--- src/rtl/sm3_block_sched.sv ---
// SM3 block scheduler: steers the bit-serial padded stream into two ping-pong expand
// engines and grants the single compressor to expanded blocks in fill order.
module sm3_block_sched #(
  parameter int unsigned BLOCK_BITS = 512,
  parameter int unsigned CNT_W      = 9
) (
  input  logic             i_clk,
  input  logic             i_rst_n,
  input  logic             i_pad_bit,
  input  logic             i_pad_en,
  output logic             o_pad_ready,
  output logic             o_exp0_bit,
  output logic             o_exp0_en,
  output logic             o_exp1_bit,
  output logic             o_exp1_en,
  output logic [CNT_W-1:0] o_exp_cnt,
  input  logic             i_exp0_done,
  input  logic             i_exp1_done,
  output logic             o_cmp_start,
  output logic             o_cmp_src,
  output logic             o_cmp_first,
  output logic             o_cmp_last,
  input  logic             i_cmp_done,
  output logic             o_msg_done,
  output logic             o_err_frag
);

  typedef enum logic [2:0] {S_EMPTY, S_FILL, S_EXPAND, S_READY, S_COMPRESS} slot_e;
  typedef enum logic {C_IDLE, C_RUN} cmp_e;

  localparam logic [CNT_W-1:0] LastCnt = CNT_W'(BLOCK_BITS - 1);

  slot_e            r_slot [2];
  slot_e            w_slot_nxt [2];
  logic [1:0]       r_last, w_last_nxt, r_resolved, w_resolved_nxt;
  logic [CNT_W-1:0] r_cnt, w_cnt_nxt;
  logic             r_wr_ptr, w_wr_nxt, r_rd_ptr, w_rd_nxt;
  logic             r_first_pend, w_first_nxt;
  logic             r_err_frag, w_err_nxt;
  logic             r_res_pend, w_res_pend_nxt, r_res_slot, w_res_slot_nxt;
  cmp_e             r_cst, w_cst_nxt;
  logic             w_cmp_start;
  logic             r_cmp_src, w_src_nxt, r_cmp_first, w_cfirst_nxt, r_cmp_last, w_clast_nxt;
  logic             r_msg_done, w_msg_done_nxt;
  logic             r_exp_en, r_exp_sel, r_exp_bit;
  logic [CNT_W-1:0] r_exp_cnt;
  logic             w_accept;

  assign o_pad_ready = (r_slot[r_wr_ptr] == S_EMPTY) || (r_slot[r_wr_ptr] == S_FILL);
  assign w_accept    = i_pad_en & o_pad_ready;

  always_comb begin
    w_slot_nxt     = r_slot;
    w_last_nxt     = r_last;
    w_resolved_nxt = r_resolved;
    w_cnt_nxt      = r_cnt;
    w_wr_nxt       = r_wr_ptr;
    w_rd_nxt       = r_rd_ptr;
    w_first_nxt    = r_first_pend;
    w_err_nxt      = r_err_frag;
    w_res_pend_nxt = 1'b0;
    w_res_slot_nxt = r_res_slot;
    w_cst_nxt      = r_cst;
    w_cmp_start    = 1'b0;
    w_src_nxt      = r_cmp_src;
    w_cfirst_nxt   = r_cmp_first;
    w_clast_nxt    = r_cmp_last;
    w_msg_done_nxt = 1'b0;

    if (i_exp0_done && r_slot[0] == S_EXPAND) w_slot_nxt[0] = S_READY;
    if (i_exp1_done && r_slot[1] == S_EXPAND) w_slot_nxt[1] = S_READY;

    // pad_en one cycle after a wrap tells whether that block closed the message
    if (r_res_pend) begin
      w_last_nxt[r_res_slot]     = ~i_pad_en;
      w_resolved_nxt[r_res_slot] = 1'b1;
    end

    unique case (r_cst)
      C_IDLE: begin
        if (r_slot[r_rd_ptr] == S_READY && r_resolved[r_rd_ptr]) begin
          w_cmp_start          = 1'b1;
          w_cst_nxt            = C_RUN;
          w_slot_nxt[r_rd_ptr] = S_COMPRESS;
          w_src_nxt            = r_rd_ptr;
          w_cfirst_nxt         = r_first_pend;
          w_clast_nxt          = r_last[r_rd_ptr];
          w_first_nxt          = 1'b0;
        end
      end
      C_RUN: begin
        if (i_cmp_done) begin
          w_cst_nxt            = C_IDLE;
          w_slot_nxt[r_rd_ptr] = S_EMPTY;
          w_rd_nxt             = ~r_rd_ptr;
          if (r_cmp_last) begin
            w_first_nxt    = 1'b1;
            w_msg_done_nxt = 1'b1;
          end
        end
      end
      default: w_cst_nxt = C_IDLE;
    endcase

    if (w_accept) begin
      if (r_cnt == LastCnt) begin
        w_slot_nxt[r_wr_ptr]     = S_EXPAND;
        w_cnt_nxt                = '0;
        w_wr_nxt                 = ~r_wr_ptr;
        w_res_pend_nxt           = 1'b1;
        w_res_slot_nxt           = r_wr_ptr;
        w_resolved_nxt[r_wr_ptr] = 1'b0;
      end else begin
        w_slot_nxt[r_wr_ptr] = S_FILL;
        w_cnt_nxt            = r_cnt + 1'b1;
      end
    end else if (!i_pad_en && r_cnt != '0) begin
      // partial block: discard it and start the next message afresh
      w_err_nxt            = 1'b1;
      w_cnt_nxt            = '0;
      w_slot_nxt[r_wr_ptr] = S_EMPTY;
      w_first_nxt          = 1'b1;
    end
  end

  always_ff @(posedge i_clk or negedge i_rst_n) begin
    if (!i_rst_n) begin
      r_slot[0]    <= S_EMPTY;
      r_slot[1]    <= S_EMPTY;
      r_last       <= '0;
      r_resolved   <= '0;
      r_cnt        <= '0;
      r_wr_ptr     <= 1'b0;
      r_rd_ptr     <= 1'b0;
      r_first_pend <= 1'b1;
      r_err_frag   <= 1'b0;
      r_res_pend   <= 1'b0;
      r_res_slot   <= 1'b0;
      r_cst        <= C_IDLE;
      r_cmp_src    <= 1'b0;
      r_cmp_first  <= 1'b0;
      r_cmp_last   <= 1'b0;
      r_msg_done   <= 1'b0;
      r_exp_en     <= 1'b0;
      r_exp_sel    <= 1'b0;
      r_exp_bit    <= 1'b0;
      r_exp_cnt    <= '0;
    end else begin
      r_slot       <= w_slot_nxt;
      r_last       <= w_last_nxt;
      r_resolved   <= w_resolved_nxt;
      r_cnt        <= w_cnt_nxt;
      r_wr_ptr     <= w_wr_nxt;
      r_rd_ptr     <= w_rd_nxt;
      r_first_pend <= w_first_nxt;
      r_err_frag   <= w_err_nxt;
      r_res_pend   <= w_res_pend_nxt;
      r_res_slot   <= w_res_slot_nxt;
      r_cst        <= w_cst_nxt;
      r_cmp_src    <= w_src_nxt;
      r_cmp_first  <= w_cfirst_nxt;
      r_cmp_last   <= w_clast_nxt;
      r_msg_done   <= w_msg_done_nxt;
      r_exp_en     <= w_accept;
      r_exp_sel    <= r_wr_ptr;
      r_exp_bit    <= w_accept & i_pad_bit;
      r_exp_cnt    <= w_accept ? r_cnt : '0;
    end
  end

  assign o_exp0_en   = r_exp_en & ~r_exp_sel;
  assign o_exp0_bit  = r_exp_bit & ~r_exp_sel;
  assign o_exp1_en   = r_exp_en & r_exp_sel;
  assign o_exp1_bit  = r_exp_bit & r_exp_sel;
  assign o_exp_cnt   = r_exp_cnt;
  assign o_cmp_start = w_cmp_start;
  assign o_cmp_src   = w_cmp_start ? w_src_nxt    : (r_cst == C_RUN) & r_cmp_src;
  assign o_cmp_first = w_cmp_start ? w_cfirst_nxt : (r_cst == C_RUN) & r_cmp_first;
  assign o_cmp_last  = w_cmp_start ? w_clast_nxt  : (r_cst == C_RUN) & r_cmp_last;
  assign o_msg_done  = r_msg_done;
  assign o_err_frag  = r_err_frag;

endmodule

--- config.mk ---
export PLATFORM = sky130hd
export DESIGN_NAME = sm3_block_sched
export DESIGN_NICKNAME = d
export VERILOG_FILES = /design/src/rtl/sm3_block_sched.sv
export SDC_FILE = /design/constraint.sdc
export NUM_CORES = 1
export LEC_CHECK = 0
export ABC_AREA = 1
export CAP_MARGIN = 40
export CORE_MARGIN = 4
export CORE_UTILIZATION = 40
export CTS_CLUSTER_DIAMETER = 50
export DETAILED_ROUTE_END_ITERATION = 8
export PLACE_DENSITY = 0.61
export SETUP_SLACK_MARGIN = 0.05
export SLEW_MARGIN = 0
export SYNTH_ARGS = -nofsm -noshare
export SYNTH_HDL_FRONTEND = slang
export SYNTH_SLANG_ARGS = --single-unit
--- constraint.sdc ---
create_clock -name i_clk -period 2.64 [get_ports i_clk]
set_input_delay 0.264 -clock i_clk [delete_from_list [all_inputs] [get_ports i_clk]]
set_output_delay 0.264 -clock i_clk [all_outputs]
set_load 0.01 [all_outputs]
congestion_map.png
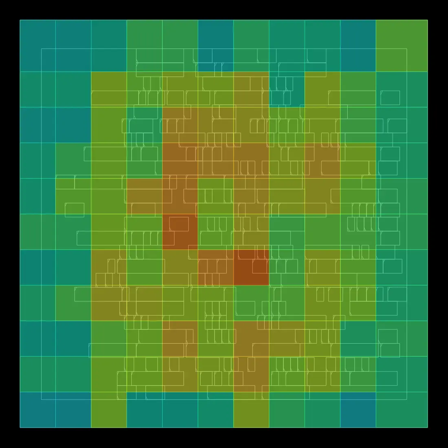
Routed wire per std cell: 12.0 um
grt met3 use: 3.51%

closeup.png
Scale bar: 5 um. Window x 30 to 50, y 45 to 65 um. Cells in grey, sequential cells in the stronger grey; small squares are vias.
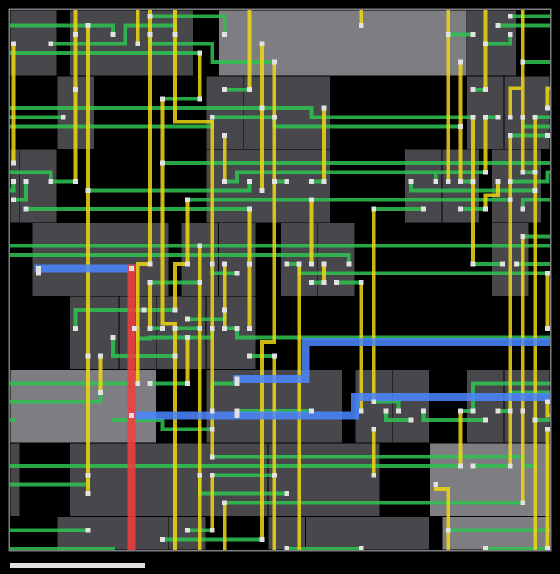
Key: yellow = M2; green = M1; blue = M3; red = M4
32 logic cells have their middle in the window. Sequential cells in the window: 2. Netlist names of flops here include `r_cnt` (2). Most frequent: nand2_1 (7), nor2_1 (4).

layers.png
Scale bar: 20 um.
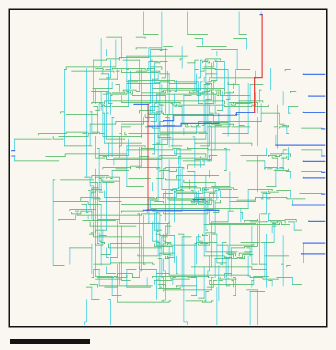
Key: green = M1 [wire length 2,000 um]; red = M4 [wire length 52.8 um]; cyan = M2 [wire length 1,660 um]; blue = M3 [wire length 133 um]
number of vias in the routed layout: 1,473
total routing usage reported by global routing: 13.7%

==> results.rst <==
Run summary
-----------

.. list-table::
   :header-rows: 1

   * - Metric
     - Value
   * - Status
     - completed
   * - Area leader share
     - 50.9%
   * - Total clock sinks
     - 42
   * - Net Sw Frac
     - 27.9%
   * - Post-synthesis average cell area
     - 9.17 um2
   * - Placed cell area
     - 2360 um2
   * - Gr busiest metal
     - met2
   * - Pleak
     - 1.22 nW
   * - Synth top area cells
     - sky130_fd_sc_hd__dfrtp_1, sky130_fd_sc_hd__nand2_1, sky130_fd_sc_hd__inv_1, sky130_fd_sc_hd__nor2_1, sky130_fd_sc_hd__nand2_8
   * - Die X
     - 79.0 um
   * - Stage-log warning count
     - 27
   * - Switching component of the power
     - 382 uW
   * - Worst Setup End Kind
     - output pin
   * - Fraction of synthesized cell area in xor and xnor cells
     - 1.30%
   * - Number of flops mapped to enable cells by yosys
     - 0
   * - Pin count of the biggest net entering global routing
     - 23
   * - Total CTS buffers
     - 5
   * - Cts repair resizes
     - 0
   * - Via count of the first global-routing pass
     - 1,429
   * - Number of antenna violations at the first check in global routing
     - 0
   * - Global placement routability congestion
     - 0.783
   * - Final setup TNS
     - 0 ns
   * - Unique masters post-synth
     - 35
   * - Area added between synthesis and finish
     - 21.2%
   * - Net count reported at finish
     - 263
   * - Launching element type of the critical path
     - flop
   * - Fraction of power consumed by the clock network
     - 27.7%
   * - Met1 track demand over resource in global routing
     - 19.3%
   * - Share of the clock period used by the worst path after layout
     - 87.2%
   * - CP Class
     - flop to output pin
   * - R2R Path End
     - r_resolved[0]
   * - Synthesized flop and latch total
     - 42
   * - Logic area
     - 795 um2
   * - Data required time of the critical path
     - 2.38 ns
   * - Arrival @ worst endpoint
     - 2.04 ns
   * - Worst-case hold path end point
     - o_err_frag
   * - Most common cell in the synthesized netlist
     - sky130_fd_sc_hd__nand2_1
   * - FF-to-FF setup slack
     - 0.74 ns
   * - RSZ-0062 raised after global routing
     - false
   * - Power in sequential cells
     - 726 uW
   * - Ranking of synthesized cells by instance count
     - sky130_fd_sc_hd__nand2_1, sky130_fd_sc_hd__dfrtp_1, sky130_fd_sc_hd__inv_1, sky130_fd_sc_hd__nor2_1, sky130_fd_sc_hd__nand3_1
   * - Via count normalized by instance count
     - 4.60
   * - Max-cap violation count
     - 0
   * - Die area
     - 6240 um2
   * - Crit path largest cell delay
     - 0.55 ns
   * - Total wire length
     - 3.84 mm
   * - Worst slew pin tran
     - 0.501 ns
   * - Sequential group share of total power
     - 53.0%
   * - Biggest area consumer among synthesized cells
     - sky130_fd_sc_hd__dfrtp_1
   * - Count of final max-slew check failures
     - 0
   * - Finished layout cell area
     - 2440 um2
   * - Compound-gate portion of the synthesized area
     - 9.06%
gates.png
Scale bar: 20 um.
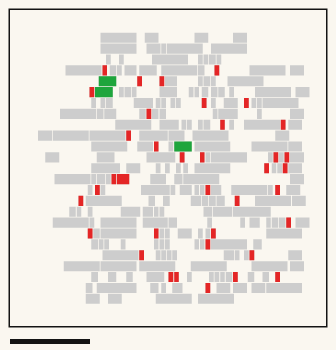
Key: green = fa/ha/maj cells [cells 3]; red = inv cells [cells 37]
Comb/total area: 32.5%
Non-Filler Instances: 320
most frequent logic cell in the layout: sky130_fd_sc_hd__nand2_1

ff_map.png
Scale bar: 20 um. Other sequential cells in the stronger grey, the rest of the logic in the fainter grey.
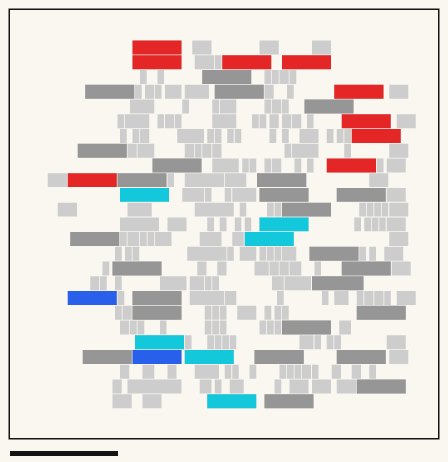
Key: cyan = `r_slot` [placed flops 6]; blue = `r_last` [placed flops 2]; red = `o_exp_cnt` [placed flops 9]
Another 25 sequential cells are not coloured.

[per-layer routing]
metal  part of all wire (%)  wire, um
met2                     43      1660
met5                      0         0
met3                    3.4       132
met4                    1.4        52
met1                     52      2000
[cell type report]
class / instances / area share (%)
Multi-Input combinational cell: 139 / 32.5
Inverter: 37 / 5.89
Tap cell: 67 / 3.43
Sequential cell: 42 / 43.1
Timing Repair Buffer: 28 / 12.0
Clock buffer: 7 / 3.12
[kinds of logic (layout without fill, tap and decap cells)]
kind of cell,Yosys count,after routing
AOI/OAI and AO/OA,28,28
buffers and inverters,39,72
and+or+nand+nor,105,105
xor gates and xnor gates,3,3
adders and majority gates,3,3
DFF,42,42
Power figures rest on the tool's default switching activity, not on a simulated workload.
